**Routed metal per tile**

Bar = 50 µm. 24 x 18 tiles, from dark purple (low) to yellow (high), scaled to the fullest tile. Values are wire area over tile area, all layers added.
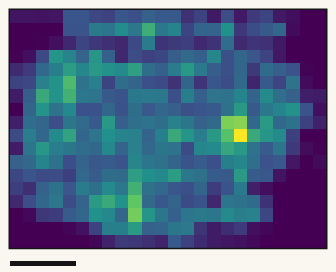
**Cell classes on the final placement**

Bar = 50 µm.
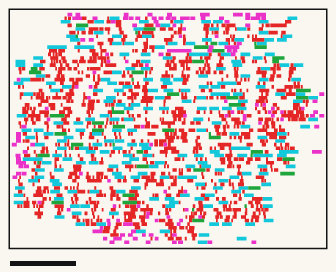
**Congestion heat map**

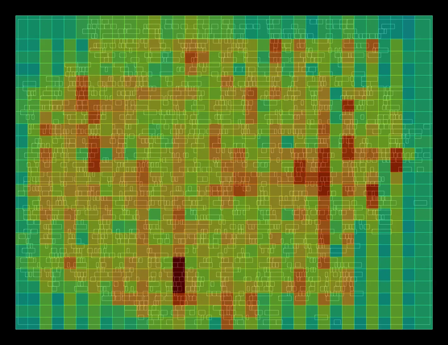
<file path="src/rtl/multi_ch_pulse_gen.sv">
// multi_ch_pulse_gen
//   NUM_CH independent pulse generators. Each channel is programmed through a
//   shared config port with phase delay, high time, low time and pulse count
//   (count 0 = run until stopped). Each channel is then started or aborted by
//   its own strobe.
//
// Ports
//   clk, rst          single rising-edge clock, synchronous active-high reset
//   cfg_valid/ready   config handshake: a transfer happens on any rising edge
//                     where cfg_valid && cfg_ready. cfg_ready depends only on
//                     cfg_ch and channel state, never on cfg_valid. Fields
//                     must stay stable while cfg_valid is high and no
//                     transfer has happened.
//   cfg_ch            target channel; out-of-range values are never accepted
//   cfg_phase/high/low/npuls  timing fields for the target channel
//   start, stop       per-channel strobes; stop has priority over start
//   sig               registered waveform outputs, high only in HIGH
//   busy              channel not IDLE
//   done              one-cycle pulse when a finite sequence completes
//   cyc_cnt           free-running 32-bit cycle counter
//   dbg_state         per-channel FSM state, 2 bits per channel
module multi_ch_pulse_gen #(
  parameter int NUM_CH  = 3,
  parameter int CNT_W   = 8,
  parameter int NPULS_W = 8,
  localparam int CH_W   = (NUM_CH > 1) ? $clog2(NUM_CH) : 1
) (
  input  logic                  clk,
  input  logic                  rst,
  input  logic                  cfg_valid,
  output logic                  cfg_ready,
  input  logic [CH_W-1:0]       cfg_ch,
  input  logic [CNT_W-1:0]      cfg_phase,
  input  logic [CNT_W-1:0]      cfg_high,
  input  logic [CNT_W-1:0]      cfg_low,
  input  logic [NPULS_W-1:0]    cfg_npuls,
  input  logic [NUM_CH-1:0]     start,
  input  logic [NUM_CH-1:0]     stop,
  output logic [NUM_CH-1:0]     sig,
  output logic [NUM_CH-1:0]     busy,
  output logic [NUM_CH-1:0]     done,
  output logic [31:0]           cyc_cnt,
  output logic [2*NUM_CH-1:0]   dbg_state
);

  localparam logic [1:0] S_IDLE  = 2'd0;
  localparam logic [1:0] S_PHASE = 2'd1;
  localparam logic [1:0] S_HIGH  = 2'd2;
  localparam logic [1:0] S_LOW   = 2'd3;

  // Programmed configuration, one set per channel
  logic [CNT_W-1:0]   phase_q [NUM_CH];
  logic [CNT_W-1:0]   phase_d [NUM_CH];
  logic [CNT_W-1:0]   high_q  [NUM_CH];
  logic [CNT_W-1:0]   high_d  [NUM_CH];
  logic [CNT_W-1:0]   low_q   [NUM_CH];
  logic [CNT_W-1:0]   low_d   [NUM_CH];
  logic [NPULS_W-1:0] npuls_q [NUM_CH];
  logic [NPULS_W-1:0] npuls_d [NUM_CH];

  // Run-time copies taken at start, so a config accepted on the same edge
  // as a start only affects the next run.
  logic [CNT_W-1:0]   hm1_q  [NUM_CH];
  logic [CNT_W-1:0]   hm1_d  [NUM_CH];
  logic [CNT_W-1:0]   lm1_q  [NUM_CH];
  logic [CNT_W-1:0]   lm1_d  [NUM_CH];
  logic [NPULS_W-1:0] left_q [NUM_CH];
  logic [NPULS_W-1:0] left_d [NUM_CH];
  logic               inf_q  [NUM_CH];
  logic               inf_d  [NUM_CH];

  logic [1:0]         state_q [NUM_CH];
  logic [1:0]         state_d [NUM_CH];
  logic [CNT_W-1:0]   cnt_q   [NUM_CH];
  logic [CNT_W-1:0]   cnt_d   [NUM_CH];

  logic [NUM_CH-1:0]  sig_q, sig_d, done_q, done_d;
  logic [31:0]        cyc_q;

  // Durations are loaded as (length - 1) and counted down to zero; a zero
  // field is treated as a length of one.
  function automatic logic [CNT_W-1:0] len_m1(input logic [CNT_W-1:0] v);
    return (v == '0) ? '0 : v - CNT_W'(1);
  endfunction

  always_comb begin
    cfg_ready = 1'b0;
    for (int i = 0; i < NUM_CH; i++) begin
      if (cfg_ch == CH_W'(i)) cfg_ready = (state_q[i] == S_IDLE);
    end
  end

  always_comb begin
    for (int i = 0; i < NUM_CH; i++) begin
      phase_d[i] = phase_q[i];
      high_d[i]  = high_q[i];
      low_d[i]   = low_q[i];
      npuls_d[i] = npuls_q[i];
      hm1_d[i]   = hm1_q[i];
      lm1_d[i]   = lm1_q[i];
      left_d[i]  = left_q[i];
      inf_d[i]   = inf_q[i];
      state_d[i] = state_q[i];
      cnt_d[i]   = cnt_q[i];
      done_d[i]  = 1'b0;

      if (cfg_valid && cfg_ready && (cfg_ch == CH_W'(i))) begin
        phase_d[i] = cfg_phase;
        high_d[i]  = cfg_high;
        low_d[i]   = cfg_low;
        npuls_d[i] = cfg_npuls;
      end

      case (state_q[i])
        S_IDLE: begin
          if (start[i]) begin
            hm1_d[i]  = len_m1(high_q[i]);
            lm1_d[i]  = len_m1(low_q[i]);
            left_d[i] = npuls_q[i];
            inf_d[i]  = (npuls_q[i] == '0);
            if (phase_q[i] != '0) begin
              state_d[i] = S_PHASE;
              cnt_d[i]   = phase_q[i] - CNT_W'(1);
            end else begin
              state_d[i] = S_HIGH;
              cnt_d[i]   = len_m1(high_q[i]);
            end
          end
        end
        S_PHASE: begin
          if (cnt_q[i] == '0) begin
            state_d[i] = S_HIGH;
            cnt_d[i]   = hm1_q[i];
          end else begin
            cnt_d[i] = cnt_q[i] - CNT_W'(1);
          end
        end
        S_HIGH: begin
          if (cnt_q[i] == '0) begin
            state_d[i] = S_LOW;
            cnt_d[i]   = lm1_q[i];
            if (!inf_q[i]) left_d[i] = left_q[i] - NPULS_W'(1);
          end else begin
            cnt_d[i] = cnt_q[i] - CNT_W'(1);
          end
        end
        default: begin // S_LOW
          if (cnt_q[i] == '0) begin
            // The last pulse still gets its full low time before finishing.
            if (!inf_q[i] && (left_q[i] == '0)) begin
              state_d[i] = S_IDLE;
              done_d[i]  = 1'b1;
            end else begin
              state_d[i] = S_HIGH;
              cnt_d[i]   = hm1_q[i];
            end
          end else begin
            cnt_d[i] = cnt_q[i] - CNT_W'(1);
          end
        end
      endcase

      if (stop[i]) begin
        state_d[i] = S_IDLE;
        cnt_d[i]   = '0;
        done_d[i]  = 1'b0;
      end

      sig_d[i] = (state_d[i] == S_HIGH);
    end
  end

  always_ff @(posedge clk) begin
    if (rst) begin
      for (int i = 0; i < NUM_CH; i++) begin
        phase_q[i] <= '0;
        high_q[i]  <= '0;
        low_q[i]   <= '0;
        npuls_q[i] <= '0;
        hm1_q[i]   <= '0;
        lm1_q[i]   <= '0;
        left_q[i]  <= '0;
        inf_q[i]   <= 1'b0;
        state_q[i] <= S_IDLE;
        cnt_q[i]   <= '0;
      end
      sig_q  <= '0;
      done_q <= '0;
      cyc_q  <= '0;
    end else begin
      for (int i = 0; i < NUM_CH; i++) begin
        phase_q[i] <= phase_d[i];
        high_q[i]  <= high_d[i];
        low_q[i]   <= low_d[i];
        npuls_q[i] <= npuls_d[i];
        hm1_q[i]   <= hm1_d[i];
        lm1_q[i]   <= lm1_d[i];
        left_q[i]  <= left_d[i];
        inf_q[i]   <= inf_d[i];
        state_q[i] <= state_d[i];
        cnt_q[i]   <= cnt_d[i];
      end
      sig_q  <= sig_d;
      done_q <= done_d;
      cyc_q  <= cyc_q + 32'd1;
    end
  end

  always_comb begin
    for (int i = 0; i < NUM_CH; i++) begin
      busy[i]             = (state_q[i] != S_IDLE);
      dbg_state[2*i +: 2] = state_q[i];
    end
  end

  assign sig     = sig_q;
  assign done    = done_q;
  assign cyc_cnt = cyc_q;

endmodule
</file>
<file path="config.mk">
export PLATFORM = sky130hd
export DESIGN_NAME = multi_ch_pulse_gen
export DESIGN_NICKNAME = d
export VERILOG_FILES = /design/src/rtl/multi_ch_pulse_gen.sv
export SDC_FILE = /design/constraint.sdc
export NUM_CORES = 1
export LEC_CHECK = 0
export CAP_MARGIN = 20
export CORE_ASPECT_RATIO = 0.75
export CORE_UTILIZATION = 30
export DETAILED_ROUTE_END_ITERATION = 16
export PLACE_DENSITY = 0.44
export SLEW_MARGIN = 20
export SYNTH_ARGS = -nofsm -noshare
export SYNTH_HDL_FRONTEND = slang
export SYNTH_SLANG_ARGS = --single-unit
export TNS_END_PERCENT = 30
</file>
<file path="constraint.sdc">
create_clock -name clk -period 2.6 [get_ports clk]
set_input_delay 0.52 -clock clk [delete_from_list [all_inputs] [get_ports clk]]
set_output_delay 0.52 -clock clk [all_outputs]
set_load 0.03 [all_outputs]
</file>
==> git commit body <==
Update PnR metrics after Yosys + OpenROAD run

* Tapcells: 561
* Dominant synthesized flop cell: dfxtp_1
- Number of synthesized register bits: about 240
- The layout report gives the multi-input gate share of total cell area as 0.469.
* Endpoint arrival time on the critical path: ~1.9 ns
- Fraction of the mapped netlist area in compound gates: 0.220
* Required time at the worst-slack endpoint: roughly 2.1 ns
- Register cell area after layout: 4790 µm²
* Class of the tightest hold or removal check: input port to flip-flop
* Routed wire length on met3: between 1500 and 2000 µm
- Final Worst Setup Slack: approximately 0.17 ns
- TritonCTS clock tree: done
- Looking at the critical path, the single cell with the biggest stage delay is dfxtp_1.
- Layout clock buffers: 41
- Internal power comes to around 0.0076 W.
- Warnings reported by Yosys during synthesis add up to 0.
- Wire length of the first global-routing pass: 64600 µm
* Seq area share: 0.314
- Clock buffer and inverter area fraction after layout: 0.0643
- Total I/O pin count: between 90 and 100
* Count of hold buffers inserted by post-cts repair: 0
- Mean post-synth cell area: between 7 and 8 µm²
* Post-route non-filler standard cell count: between 2000 and 2500
- Power in sequential cells: slightly above 0.004 W
- The final report gives the standard cell area, fillers excluded, as 15300 µm².
* # fillers: around 4300
- Most used standard cells in the synthesized netlist: 277 x nand2_1, 239 x dfxtp_1, 179 x a21oi_1, 122 x nor2_1, 84 x clkbuf_1
- Yosys mapped a number of flops with a built-in enable equal to 0.
* Power Dens Cells: around 730 nW/µm²
- Top class by area: combinational gates
* Nature of the critical path startpoint: flip-flop
- The detailed router put a total of 22600 µm of wire on met1.
- Mux area share: 0.0164
- HPWL after detailed placement: between 30000 and 40000 µm
* Largest net degree at the start of global routing: between 80 and 90
- Gate family responsible for the most delay along the worst path: buffers and inverters
- In this build the clock could be raised as far as 412 MHz.
- Of the available clock period, the critical path in the final layout requires 0.935.
- Worst rel slew slack: 0.525
- For this run the aggregate overflow at the end of global routing stands at 0.
* Switching share of power: 0.315
- Worst hold slack: 0.379 ns
* Dpl ws: ~0.057 ns
- The largest share of the power goes to clock.
- Cell count after placement: approximately 2200
* Most frequently placed logic cell in the final layout: nand2_1
- The tree built by TritonCTS fans out to between 200 and 250 sinks.
- The global routing report lists met2 layer usage as 0.261.
- In this run the critical path is formed by inv_1, ha_1, clkinv_2, nor2_2, a21oi_1, o22ai_2, buf_4.
- For the final routed database, the setup TNS stands at 0 ns.
- Combinational cells consume a total of roughly 0.0027 W.
* Leakage power summed over all cells: 5.40 nW
- By instance count after routing, the leading logic cell types are 276 x nand2_1, 236 x dfxtp_1, 179 x a21oi_1.
- Distinct cell type count after synthesis: between 70 and 80
- Per the Yosys statistics, synthesis produced ~1600 cells.
- Power consumption: 0.0111 W
- The die is 238 µm wide.
- Gates resized during post-CTS repair numbered 3.
* Total clock buffers created by CTS: 28
- Post-CTS timing repair inserted 0 buffers for setup.
* Die boundary height: 179 µm
* Number of nets in the final layout: 1789
* Combinational gates: 1225
* Clock-pin slew on the worst setup and hold paths: approximately 0.060 ns
- Adder and majority gate portion of the synthesized area: 0.0400
- Vias in the first global route: 10923
- Post-synth area hogs: dfxtp_1 38%, nand2_1 8.3%, a21oi_1 7.2%
* TritonRoute pass-1 iters: 5
- Per the final report, max-transition violations number 0.
- Total number of H-tree levels: 1
- The flow ran to the end, and the final reports show no timing, DRC or antenna violations.
- Worst Skew: ~0.012 ns
- Antenna cells: 0
- Post-Synth XOR/XNOR Area: 0.0413
-- 'routed metal per tile' (at the start) --
- mean over tiles: 0.15
- emptiest ninth of the die: lower right
- tiles over half the peak: 10%
Total GRT Usage: 0.193
routed length per placed instance: 18.0 µm
total number of vias: 11859

-- 'cell classes on the final placement' (at the start) --
- clock drivers and dummy loads: green (cells 50; share of their area 6.7%)
- remaining buffers and delay cells: magenta (cells 148; share of their area 9.6%)
- remaining logic cells: red (cells 1289; share of their area 51%)
- registers: cyan (cells 239; share of their area 33%)
standard-cell rows: 64
area of the core region: 40900 µm²

-- 'congestion heat map' (at the start) --
post-layout util: 0.373
met3 global-route usage: 0.0265
met1 routing resource usage after global routing: 0.311
GR peak layer: met1

==> cell families (layout without fill, tap and decap cells) <==
kind of cell             count (synthesis)  after routing
AND/OR/NAND/NOR                        660            660
AND-OR/OR-AND                          446            446
flip-flops                             239            239
buffers and inverters                  155            262
XOR/XNOR                                59             59
adder cells (fa/ha/maj)                 40             40
multiplexers                            20             20
==> path summary, 6_finish.rpt <==
| check | start | to | slack (ns) | cells past startpoint |
|---|---|---|---|---|
| min | rst | cyc_cnt[0] | 0.38 | 2 |
| max | state_q[0][1] | cfg_ready | 0.17 | 7 |
| min reg2reg | hm1_q[0][4] | hm1_q[0][4] | 0.46 | 2 |
| max reg2reg | cnt_q[0][0] | left_q[0][3] | 0.26 | 8 |
Power is estimated from default activity; no workload was simulated.
